==> config.mk <==
export PLATFORM = sky130hd
export DESIGN_NAME = dff_pipe
export DESIGN_NICKNAME = d
export VERILOG_FILES = /design/src/rtl/dff_pipe_pkg.sv /design/src/rtl/dff_pipe_stage.sv /design/src/rtl/dff_pipe.sv
export SDC_FILE = /design/constraint.sdc
export NUM_CORES = 1
export LEC_CHECK = 0
export ABC_AREA = 1
export CAP_MARGIN = 20
export CORE_UTILIZATION = 45
export DETAILED_ROUTE_END_ITERATION = 16
export PLACE_DENSITY = 0.73
export RECOVER_POWER = 50
export SETUP_SLACK_MARGIN = 0.3
export SLEW_MARGIN = 20
export SYNTH_ARGS = -nofsm -noshare
export SYNTH_HDL_FRONTEND = slang
export SYNTH_SLANG_ARGS = --single-unit
==> constraint.sdc <==
create_clock -name clk -period 4.45 [get_ports clk]
set_input_delay 0.445 -clock clk [delete_from_list [all_inputs] [get_ports clk]]
set_output_delay 0.445 -clock clk [all_outputs]
set_load 0.01 [all_outputs]
==> src/rtl/dff_pipe_pkg.sv <==
// Shared defaults, count-width helper and handshake word type for the dff_pipe elastic pipeline.
package dff_pipe_pkg;

    localparam int unsigned DFF_PIPE_WIDTH_DEF = 8;
    localparam int unsigned DFF_PIPE_DEPTH_DEF = 4;

    // Bits needed to hold an occupancy of 0..depth inclusive.
    function automatic int unsigned clog2_cnt(input int unsigned depth);
        return $clog2(depth + 1);
    endfunction

    typedef struct packed {
        logic                          valid;
        logic [DFF_PIPE_WIDTH_DEF-1:0] data;
    } dff_pipe_hs_t;

endpackage

==> src/rtl/dff_pipe_stage.sv <==
// One elastic pipeline stage: a valid flag plus a data word that only loads alongside a valid.
module dff_pipe_stage import dff_pipe_pkg::*; #(
    parameter int unsigned WIDTH = DFF_PIPE_WIDTH_DEF
) (
    input  logic             clk,
    input  logic             reset,
    input  logic             load_i,
    input  logic             clear_i,
    input  logic             up_valid_i,
    input  logic [WIDTH-1:0] up_data_i,
    output logic             valid_o,
    output logic [WIDTH-1:0] data_o
);

    logic             valid_q, valid_d;
    logic [WIDTH-1:0] data_q, data_d;

    always_comb begin
        valid_d = valid_q;
        data_d  = data_q;
        if (clear_i) begin
            valid_d = 1'b0;
        end else if (load_i) begin
            valid_d = up_valid_i;
            if (up_valid_i) begin
                data_d = up_data_i;
            end
        end
    end

    always_ff @(posedge clk) begin
        if (reset) begin
            valid_q <= 1'b0;
            data_q  <= '0;
        end else begin
            valid_q <= valid_d;
            data_q  <= data_d;
        end
    end

    assign valid_o = valid_q;
    assign data_o  = data_q;

endmodule

==> src/rtl/dff_pipe.sv <==
// Elastic DEPTH-stage register pipeline with valid/ready handshake, bubble collapse, flush and
// occupancy count. Define DFF_PIPE_XSCRUB_EN to store X/Z input bits as 0 (simulation only).
module dff_pipe import dff_pipe_pkg::*; #(
    parameter int unsigned WIDTH = DFF_PIPE_WIDTH_DEF,
    parameter int unsigned DEPTH = DFF_PIPE_DEPTH_DEF,
    parameter int unsigned CNT_W = clog2_cnt(DEPTH)
) (
    input  logic             clk,
    input  logic             reset,
    input  logic             flush,
    input  logic             in_valid,
    input  logic [WIDTH-1:0] in_data,
    output logic             in_ready,
    output logic             out_valid,
    output logic [WIDTH-1:0] out_data,
    input  logic             out_ready,
    output logic [CNT_W-1:0] count,
    output logic             empty,
    output logic             full
);

    logic [DEPTH-1:0] valid;
    logic [DEPTH-1:0] adv;
    logic [DEPTH-1:0] load;
    logic [DEPTH-1:0] up_valid;
    logic [WIDTH-1:0] data    [DEPTH];
    logic [WIDTH-1:0] up_data [DEPTH];
    logic [WIDTH-1:0] in_data_s;
    logic             accept;
    logic             pop;
    logic [CNT_W-1:0] count_q, count_d;

`ifdef DFF_PIPE_XSCRUB_EN
    // Only a definite 1 survives; X and Z collapse to 0. Reduces to a wire in synthesis.
    always_comb begin
        in_data_s = '0;
        for (int b = 0; b < int'(WIDTH); b++) begin
            in_data_s[b] = (in_data[b] === 1'b1);
        end
    end
`else
    assign in_data_s = in_data;
`endif

    // Advance chain resolved end to end in one block so a full pipe can push and pop together.
    always_comb begin
        adv            = '0;
        adv[DEPTH-1]   = valid[DEPTH-1] & out_ready;
        for (int i = int'(DEPTH) - 2; i >= 0; i--) begin
            adv[i] = valid[i] & (~valid[i+1] | adv[i+1]);
        end
    end

    assign load     = ~valid | adv;
    assign in_ready = (~valid[0] | adv[0]) & ~flush;
    assign accept   = in_valid & in_ready;
    assign pop      = valid[DEPTH-1] & out_ready;

    always_comb begin
        up_valid    = '0;
        up_valid[0] = accept;
        up_data[0]  = in_data_s;
        for (int i = 1; i < int'(DEPTH); i++) begin
            up_valid[i] = valid[i-1];
            up_data[i]  = data[i-1];
        end
    end

    for (genvar g = 0; g < DEPTH; g++) begin : g_stage
        dff_pipe_stage #(
            .WIDTH (WIDTH)
        ) u_stage (
            .clk        (clk),
            .reset      (reset),
            .load_i     (load[g]),
            .clear_i    (flush),
            .up_valid_i (up_valid[g]),
            .up_data_i  (up_data[g]),
            .valid_o    (valid[g]),
            .data_o     (data[g])
        );
    end

    always_comb begin
        count_d = count_q;
        if (flush) begin
            count_d = '0;
        end else if (accept && !pop) begin
            count_d = count_q + CNT_W'(1);
        end else if (pop && !accept) begin
            count_d = count_q - CNT_W'(1);
        end
    end

    always_ff @(posedge clk) begin
        if (reset) begin
            count_q <= '0;
        end else begin
            count_q <= count_d;
        end
    end

    assign count     = count_q;
    assign empty     = (count_q == '0);
    assign full      = (count_q == CNT_W'(DEPTH));
    assign out_valid = valid[DEPTH-1];
    assign out_data  = data[DEPTH-1];

endmodule

Figure 1. Clock nets.
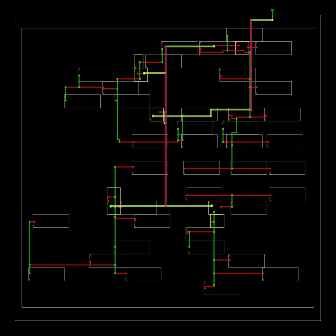
CTS Buf Count: 5
CLK BUF: 5
CTS sink cnt: 39
clock network power: 173 uW

Figure 2. M3 wires.
Bar = 20 um.
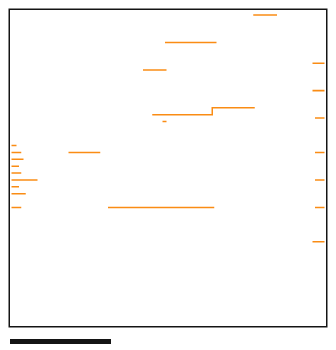
main direction: horizontal
nets with wire on the layer: 19
Vias: 1265
met3 Track Usage GR: 0.0511
Routed WL: 2.47 mm

## kinds of logic after synthesis
family          synth area share
xor+xnor                 0.00531
flops                      0.473
fa+ha+maj                 0.0197
simple gates               0.268
mux                      0.00607
buf+inv                    0.140
compound gates            0.0880
## cell usage after synthesis
cell,n,area [sq um]
nor2_1,64,240
dfxtp_1,39,781
inv_1,34,128
o21ai_0,25,125
nand2_1,21,78.8
nand4_1,9,56.3
buf_4,8,60.1
a21oi_1,4,20.0
clkbuf_1,2,7.51
inv_2,2,7.51
nor3_1,2,10.0
buf_6,1,11.3
clkbuf_2,1,5.00
clkbuf_4,1,7.51
clkinv_1,1,3.75
fa_1,1,20.0
ha_1,1,12.5
mux2i_1,1,10.0
nand2_2,1,6.26
nand3_1,1,5.00
nand3_2,1,10.0
nor2_4,1,11.3
nor3_4,1,16.3
nor3b_1,1,7.51
xor2_1,1,8.76
## power groups by stage
stage                     Combinational (mW)  Clock, mW  Sequential, mW
after floorplan                       0.0342          0           0.370
after global placement                0.0551          0           0.370
after detailed placement              0.0557          0           0.370
after CTS                             0.0560      0.183           0.362
after global routing                  0.0644      0.198           0.364
final                                 0.0553      0.173           0.362
## metrics by stage
| step | cell area, sq um | total power [mW] | setup slack [ns] | utilization | hold slack, ns |
|---|---|---|---|---|---|
| 2_1_floorplan | 1650 | 0.404 | 2.54 | - | 0.450 |
| 3_3_place_gp | 1890 | 0.425 | 1.62 | 0.552 | 0.456 |
| 3_5_place_dp | 1890 | 0.426 | 1.53 | 0.552 | 0.467 |
| 4_1_cts | 1940 | 0.602 | 1.84 | 0.569 | 0.486 |
| 5_1_grt | 1940 | 0.626 | 1.68 | 0.569 | 0.514 |
| 6_report | 1940 | 0.591 | 1.85 | 0.569 | 0.482 |
==> impl_metrics.csv <==
group,metric,value,unit
grt,grt.total_usage,0.147,
layout,multi_input_comb_cells,135,
die,io_pins,28,
layout,inverters_excl_clock,37,
run_status,status,"completed",
die,fp_util,0.483,
pwr,p_switching,146,uW
detailed_routing,dr_wl_met3,96,um
layout,sh_comb_area,0.328,
layout,signal_buffers,27,
timing,rsz0062_at_grt,"false",
synth,ys_cells,224,
timing,fin_crit,2.60,ns
layout,syn_to_final_growth,17.8,%
cts,clk_root_buffer_cell,"clkbuf_4",
hold_path,hp-class,"flip-flop to flip-flop",
critical_path,r2r_cells,10,
grt,overflow,0,
timing,hold_violations,0,
pwr,p_per_area,304,mW/mm^2
critical_path,path_max_fanout,11,
placed_design,hpwlAfterDp,1.78,mm
critical_path,cp_cell_sequence,"clkdlybuf4s50_1, nor2_4, nand4_1, inv_1, nor2_1, clkdlybuf4s50_1",
detailed_routing,met1Wirelength,1.26,mm
critical_path,crit_start,"out_ready",
job,warnings,26,
grt,grt_max_degree,34,
die,dieHeight,62.5,um
layout,buffer_area_frac,0.139,
critical_path,crit_type,"input port to primary output",
layout,final_cells,292,
layout,clkCellAreaFrac,0.0296,
cts,clk_latency,0.34,ns
synth,yosys_area,0.00165,sq mm
pwr,pwr-share-comb,0.094,
cts,path_clk_slew,0.11,ns
timing,final_max_slew_viol_count,0,
pwr,clkPwrFrac,0.293,
synth,ys.flops,39,
cts,postCtsResizedCells,0,
timing,fmaxAchievable,384,MHz
critical_path,r2r-end,"count[1]$_SDFFE_PP0P_",
timing,skew,0.00888,ns
grt,use_met1,0.182,
synth,yosys_warnings,0,
Power and IR drop assume default switching activity.
